### config.mk
export PLATFORM = sky130hd
export DESIGN_NAME = multicycle_ctrl
export DESIGN_NICKNAME = d
export VERILOG_FILES = /design/src/rtl/multicycle_ctrl.sv
export SDC_FILE = /design/constraint.sdc
export NUM_CORES = 1
export LEC_CHECK = 0
export CORE_MARGIN = 2
export CORE_UTILIZATION = 25
export CTS_BUF_LIST = sky130_fd_sc_hd__clkbuf_2
export CTS_CLUSTER_DIAMETER = 40
export DETAILED_ROUTE_END_ITERATION = 8
export PLACE_DENSITY = 0.62
export SETUP_SLACK_MARGIN = 0.02
export SYNTH_ARGS = -nofsm -noshare
export SYNTH_HDL_FRONTEND = slang
export SYNTH_SLANG_ARGS = --single-unit
### constraint.sdc
create_clock -name clk -period 3.8 [get_ports clk]
set_clock_uncertainty 0.05 [all_clocks]
set_input_delay 0.76 -clock clk [delete_from_list [all_inputs] [get_ports clk]]
set_output_delay 0.76 -clock clk [all_outputs]
set_load 0.005 [all_outputs]
### src/rtl/multicycle_ctrl.sv
`default_nettype none
// ============================================================================
//  Module   : multicycle_ctrl
//  Purpose  : Main control FSM for a multicycle MIPS-style datapath. Sequences
//             fetch/decode/execute/memory/writeback per opcode, drives the
//             datapath mux selects and write enables, and watches memory
//             handshakes with a bounded wait counter that faults into a
//             sticky ERROR state.
//  Ports    : clk, rst_n (async, active-low)
//             opcode[5:0], zero, mem_ready          -- inputs
//             mem_req, mem_we, i_or_d               -- memory interface
//             ir_write, pc_write, reg_write         -- register write enables
//             pc_src[1:0], reg_dst, mem_to_reg,
//             alu_src_a, alu_src_b[1:0], alu_op[2:0] -- datapath controls
//             state[3:0] (debug), error (sticky fault)
//  Revision : 1.0  initial release
// ============================================================================
module multicycle_ctrl #(
  parameter int WAIT_LIMIT = 15
) (
  input  logic       clk,
  input  logic       rst_n,
  input  logic [5:0] opcode,
  input  logic       zero,
  input  logic       mem_ready,
  output logic       mem_req,
  output logic       mem_we,
  output logic       i_or_d,
  output logic       ir_write,
  output logic       pc_write,
  output logic       reg_write,
  output logic [1:0] pc_src,
  output logic       reg_dst,
  output logic       mem_to_reg,
  output logic       alu_src_a,
  output logic [1:0] alu_src_b,
  output logic [2:0] alu_op,
  output logic [3:0] state,
  output logic       error
);

  localparam int             c_CW        = (WAIT_LIMIT > 1) ? $clog2(WAIT_LIMIT + 1) : 1;
  localparam logic [c_CW-1:0] c_WAIT_LAST = c_CW'(WAIT_LIMIT - 1);

  localparam logic [5:0] c_OP_R    = 6'h00;
  localparam logic [5:0] c_OP_LW   = 6'h23;
  localparam logic [5:0] c_OP_SW   = 6'h2B;
  localparam logic [5:0] c_OP_BEQ  = 6'h04;
  localparam logic [5:0] c_OP_J    = 6'h02;
  localparam logic [5:0] c_OP_ADDI = 6'h08;
  localparam logic [5:0] c_OP_ANDI = 6'h0C;
  localparam logic [5:0] c_OP_ORI  = 6'h0D;

  typedef enum logic [3:0] {
    S_FETCH    = 4'd0,
    S_DECODE   = 4'd1,
    S_MEM_ADDR = 4'd2,
    S_MEM_RD   = 4'd3,
    S_LW_WB    = 4'd4,
    S_MEM_WR   = 4'd5,
    S_R_EXEC   = 4'd6,
    S_R_WB     = 4'd7,
    S_BRANCH   = 4'd8,
    S_JUMP     = 4'd9,
    S_I_EXEC   = 4'd10,
    S_I_WB     = 4'd11,
    S_ERROR    = 4'd12
  } state_t;

  state_t          r_state;
  state_t          w_next;
  logic [c_CW-1:0] r_wait_cnt;
  logic            w_mem_state;
  logic            w_waiting;
  logic            w_timeout;

  // Un-gated control values; write enables are masked by rst_n below.
  logic w_mem_req, w_mem_we, w_ir_write, w_pc_write, w_reg_write;

  assign w_mem_state = (r_state == S_FETCH) || (r_state == S_MEM_RD) || (r_state == S_MEM_WR);
  assign w_waiting   = w_mem_state && !mem_ready;
  // The cycle that completes the WAIT_LIMIT-th consecutive wait faults on its edge.
  assign w_timeout   = w_waiting && (r_wait_cnt == c_WAIT_LAST);

  always_comb begin
    w_next = r_state;
    case (r_state)
      S_FETCH:    if (mem_ready) w_next = S_DECODE;
      S_DECODE: begin
        case (opcode)
          c_OP_LW, c_OP_SW:               w_next = S_MEM_ADDR;
          c_OP_R:                         w_next = S_R_EXEC;
          c_OP_BEQ:                       w_next = S_BRANCH;
          c_OP_J:                         w_next = S_JUMP;
          c_OP_ADDI, c_OP_ANDI, c_OP_ORI: w_next = S_I_EXEC;
          default:                        w_next = S_ERROR;
        endcase
      end
      S_MEM_ADDR: w_next = (opcode == c_OP_LW) ? S_MEM_RD : S_MEM_WR;
      S_MEM_RD:   if (mem_ready) w_next = S_LW_WB;
      S_LW_WB:    w_next = S_FETCH;
      S_MEM_WR:   if (mem_ready) w_next = S_FETCH;
      S_R_EXEC:   w_next = S_R_WB;
      S_R_WB:     w_next = S_FETCH;
      S_BRANCH:   w_next = S_FETCH;
      S_JUMP:     w_next = S_FETCH;
      S_I_EXEC:   w_next = S_I_WB;
      S_I_WB:     w_next = S_FETCH;
      S_ERROR:    w_next = S_ERROR;
      default:    w_next = S_ERROR;
    endcase
    if (w_timeout) w_next = S_ERROR;
  end

  always_ff @(posedge clk or negedge rst_n) begin
    if (!rst_n) begin
      r_state    <= S_FETCH;
      r_wait_cnt <= '0;
    end else begin
      r_state <= w_next;
      // Memory states only exit on mem_ready=1 (or fault), so clearing on any
      // non-waiting cycle guarantees a zero count on entry.
      if (w_waiting && !w_timeout) r_wait_cnt <= r_wait_cnt + 1'b1;
      else                         r_wait_cnt <= '0;
    end
  end

  always_comb begin
    w_mem_req   = 1'b0;
    w_mem_we    = 1'b0;
    i_or_d      = 1'b0;
    w_ir_write  = 1'b0;
    w_pc_write  = 1'b0;
    w_reg_write = 1'b0;
    pc_src      = 2'd0;
    reg_dst     = 1'b0;
    mem_to_reg  = 1'b0;
    alu_src_a   = 1'b0;
    alu_src_b   = 2'd0;
    alu_op      = 3'd1;
    error       = 1'b0;
    case (r_state)
      S_FETCH: begin
        w_mem_req  = 1'b1;
        alu_src_b  = 2'd1;
        w_ir_write = mem_ready;
        w_pc_write = mem_ready;
      end
      S_DECODE:   alu_src_b = 2'd3;
      S_MEM_ADDR: begin
        alu_src_a = 1'b1;
        alu_src_b = 2'd2;
      end
      S_MEM_RD: begin
        w_mem_req = 1'b1;
        i_or_d    = 1'b1;
      end
      S_LW_WB: begin
        w_reg_write = 1'b1;
        mem_to_reg  = 1'b1;
      end
      S_MEM_WR: begin
        w_mem_req = 1'b1;
        w_mem_we  = 1'b1;
        i_or_d    = 1'b1;
      end
      S_R_EXEC: begin
        alu_src_a = 1'b1;
        alu_op    = 3'd0;
      end
      S_R_WB: begin
        w_reg_write = 1'b1;
        reg_dst     = 1'b1;
      end
      S_BRANCH: begin
        alu_src_a  = 1'b1;
        alu_op     = 3'd4;
        pc_src     = 2'd1;
        w_pc_write = zero;
      end
      S_JUMP: begin
        pc_src     = 2'd2;
        w_pc_write = 1'b1;
      end
      S_I_EXEC: begin
        alu_src_a = 1'b1;
        alu_src_b = 2'd2;
        if (opcode == c_OP_ANDI)     alu_op = 3'd2;
        else if (opcode == c_OP_ORI) alu_op = 3'd3;
        else                         alu_op = 3'd1;
      end
      S_I_WB:  w_reg_write = 1'b1;
      S_ERROR: error = 1'b1;
      default: error = 1'b1;
    endcase
  end

  // Reset must silence the memory port and all write enables immediately,
  // even though the state register already reads FETCH during reset.
  assign mem_req   = w_mem_req   & rst_n;
  assign mem_we    = w_mem_we    & rst_n;
  assign ir_write  = w_ir_write  & rst_n;
  assign pc_write  = w_pc_write  & rst_n;
  assign reg_write = w_reg_write & rst_n;
  assign state     = r_state;

endmodule
`default_nettype wire

==> images/logic_types.png <==
Scale bar: 20 microns.
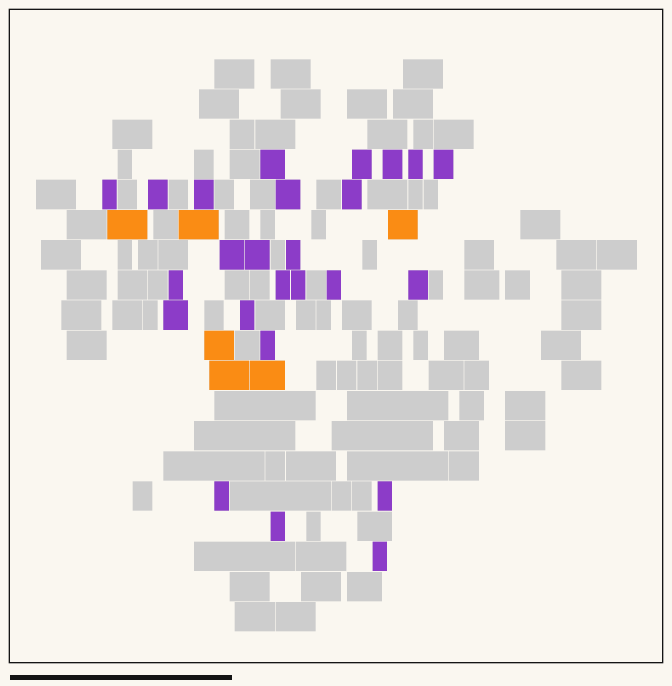
color	family	cells	most used
orange	non-inverting ao/oa cells	6	o32a_1
purple	nor cells	25	nor2_1

==> images/wires.png <==
Scale bar: 20 microns.
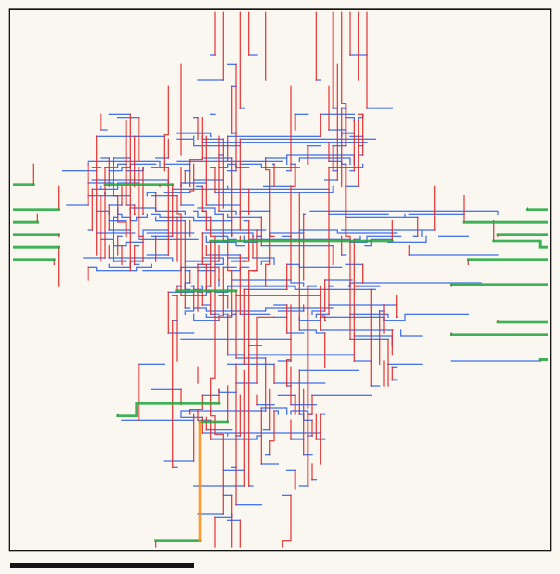
color	layer	wire length
orange	metal 4	12.9 microns
blue	metal 1	910 microns
green	metal 3	135 microns
red	metal 2	986 microns
Detailed Route WL: 2040 microns
WL per Instance: 12.6 microns

==> results_slide.txt <==
Flow Results at a Glance

Finish
  – Share of layout cells above drive strength 1: about 4.6%
  – Dominant logic cell type in the layout: clkdlybuf4s50_1
  – Layout Nets: 145
  – Synth-to-Final Area Change: 43.7%

Global routing
  – Global-route wire length before repair: between 3000 and 4000 microns
  – Total Routing Usage GR: roughly an eighth
  – Largest net degree at the start of global routing: 20

Synthesis
  – Register area share after synthesis: about a quarter
  – Synth Area in XOR/XNOR: between 4 and 5%
  – Top cells by count: nor2_1, dfrtp_1, nand2_1, nor3_1
  – Top cells by area, synth: dfrtp_1, nor2_1, nor3_1, a21oi_1, buf_2
  – Area leader, netlist: dfrtp_1
  – Number of synthesized register bits: 8
  – Post-synth EDFFs: 0
  – Syn nets: 116
  – Adders+Majority by Area: under 10%
  – Synth top area share: about a quarter
  – Syn avg cell area: 7.22 sq um
  – Main flop type: dfrtp_1
  – Asr flop ratio synth: 100%
  – Mapped cell area: 751 sq um
  – Comb area leader: simple AND/OR/NAND/NOR gates
  – Yosys Warn Count: 0
  – Mapped Cells: between 100 and 150
  – YS chip area: between 700 and 800 sq um
  – Simple share: between 30% and 40%
  – Unique cell types: 33
  – Yosys top cell by instances: nor2_1

Routing
  – Starting DRT DRC Count: 22
  – DR DRC count: 1
  – Drt via density: between 5 and 6
  – Post-route ant nets: 0

Worst setup path
  – Worst EP required: about 3000 ps
  – Slowest-stage cell, CP: clkdlybuf4s50_1
  – Setup Crit Path Kind: in -> out
  – Startpoint Class: input pin
  – Crit Reg-Reg Endpoint: state[1]
  – R2R setup slack: between 1500 and 2000 ps
  – Crit path max fanout: 6
  – Largest stage delay on the critical path: about 500 ps
  – Worst setup EP type: output port
  – Worst EP arrival: 2650 ps

CTS
  – CTS root buffer: clkbuf_2
  – Reg clk slew, reported paths: 70 ps
  – Latency at later pin: approximately 230 ps
  – Max Buffers Root-to-Sink: 2
  – Postcts setup bufs: 0
  – H-tree levels: 1
  – Post_cts resized: 0

Power
  – P per Cell Area: between 100 and 150 nW/um^2
  – Leakage: just over 0.4 nW

STA
  – TNS Setup: 0 ps
  – Rel. slew slack: approximately 60%
  – Final period util: between 90% and 100%
  – Final Max Slew Viols: 0
  – Slew @ Worst Pin: between 600 and 700 ps
  – Unrepaired setup endpoints after global routing: false

Run
  – Log Warnings: 27
  – Max-cap violations: 0

Placed design
  – Dpl hpwl: roughly 1600 microns
  – Routability cong.: approximately 0.73
  – Dpl ws: 344 ps
  – Port Buffer Count: 30

Status
  – Failing checks: DRC
  – Outcome: finished with violations

Floorplan
  – Top-Level Pins: 31
  – Pre-Place Util: 26.8%
  – Die width: between 50 and 60 microns
  – Row count: 19
  – Core area: around 2800 sq um
  – Die Ht: between 50 and 60 microns
  – Die area: 3460 sq um

Min path
  – Worst Hold End: r_wait_cnt[0]
  – Hold Path Class: reg -> reg
layer usage:
| layer | routed length, microns | part of all wire [%] | vias up | track usage [%] |
|---|---|---|---|---|
| met5 | 0 | 0 | - | 0 |
| met4 | 12 | 0.59 | 0 | 2.92 |
| met3 | 135 | 6.6 | 2 | 3.08 |
| met2 | 986 | 48 | 27 | 21.3 |
| met1 | 909 | 44 | 400 | 15.5 |
| li1 | - | - | 432 | - |
flip-flops by register name, summed over array words and instances, names as in the netlist:
signal	cells
r_wait_cnt	4
state	4
worst max-delay path by stage:
stage	from	endpoint	slack, ps	cells past startpoint
2_1_floorplan	opcode[1]	alu_op[0]	1400	5
3_3_place_gp	opcode[1]	alu_op[0]	370	7
3_5_place_dp	opcode[1]	alu_op[0]	340	7
4_1_cts	opcode[1]	alu_op[0]	330	7
5_1_grt	opcode[1]	alu_op[0]	120	7
6_report	opcode[1]	alu_op[0]	340	7
worst max-delay path: cells and delay by family:
family	cells	cell delay (ps)
simple gates	3	690
buf+inv	2	950
compound gates	2	260
cell type report:
cell class,instances,area [sq um]
clock buffers,3,15.0
well taps,31,38.8
inverters,6,22.5
flip-flops and latches,8,200
multi-input cells,83,494
fillers,310,1730
repair buffers,31,308
report_power, final:
group / internal (mW) / switching, mW / leakage (nW)
Sequential: 0.0851 / 0 / 0.101
Combinational: 0.0119 / 0.0110 / 0.301
Clock: 0.0215 / 0.0258 / 0.0125
Total: 0.118 / 0.0368 / 0.415
metrics by stage:
step	cells	hold slack [ps]	instance area (sq um)	util [%]	power, mW
2_1_floorplan	104	405	751	-	0.0922
3_3_place_gp	159	426	1060	37.9	0.109
3_5_place_dp	159	439	1060	37.9	0.109
4_1_cts	162	451	1080	38.4	0.158
5_1_grt	162	484	1080	38.4	0.163
6_report	162	451	1080	38.4	0.155
No activity file was given, so power comes from the tool's default toggle rates.
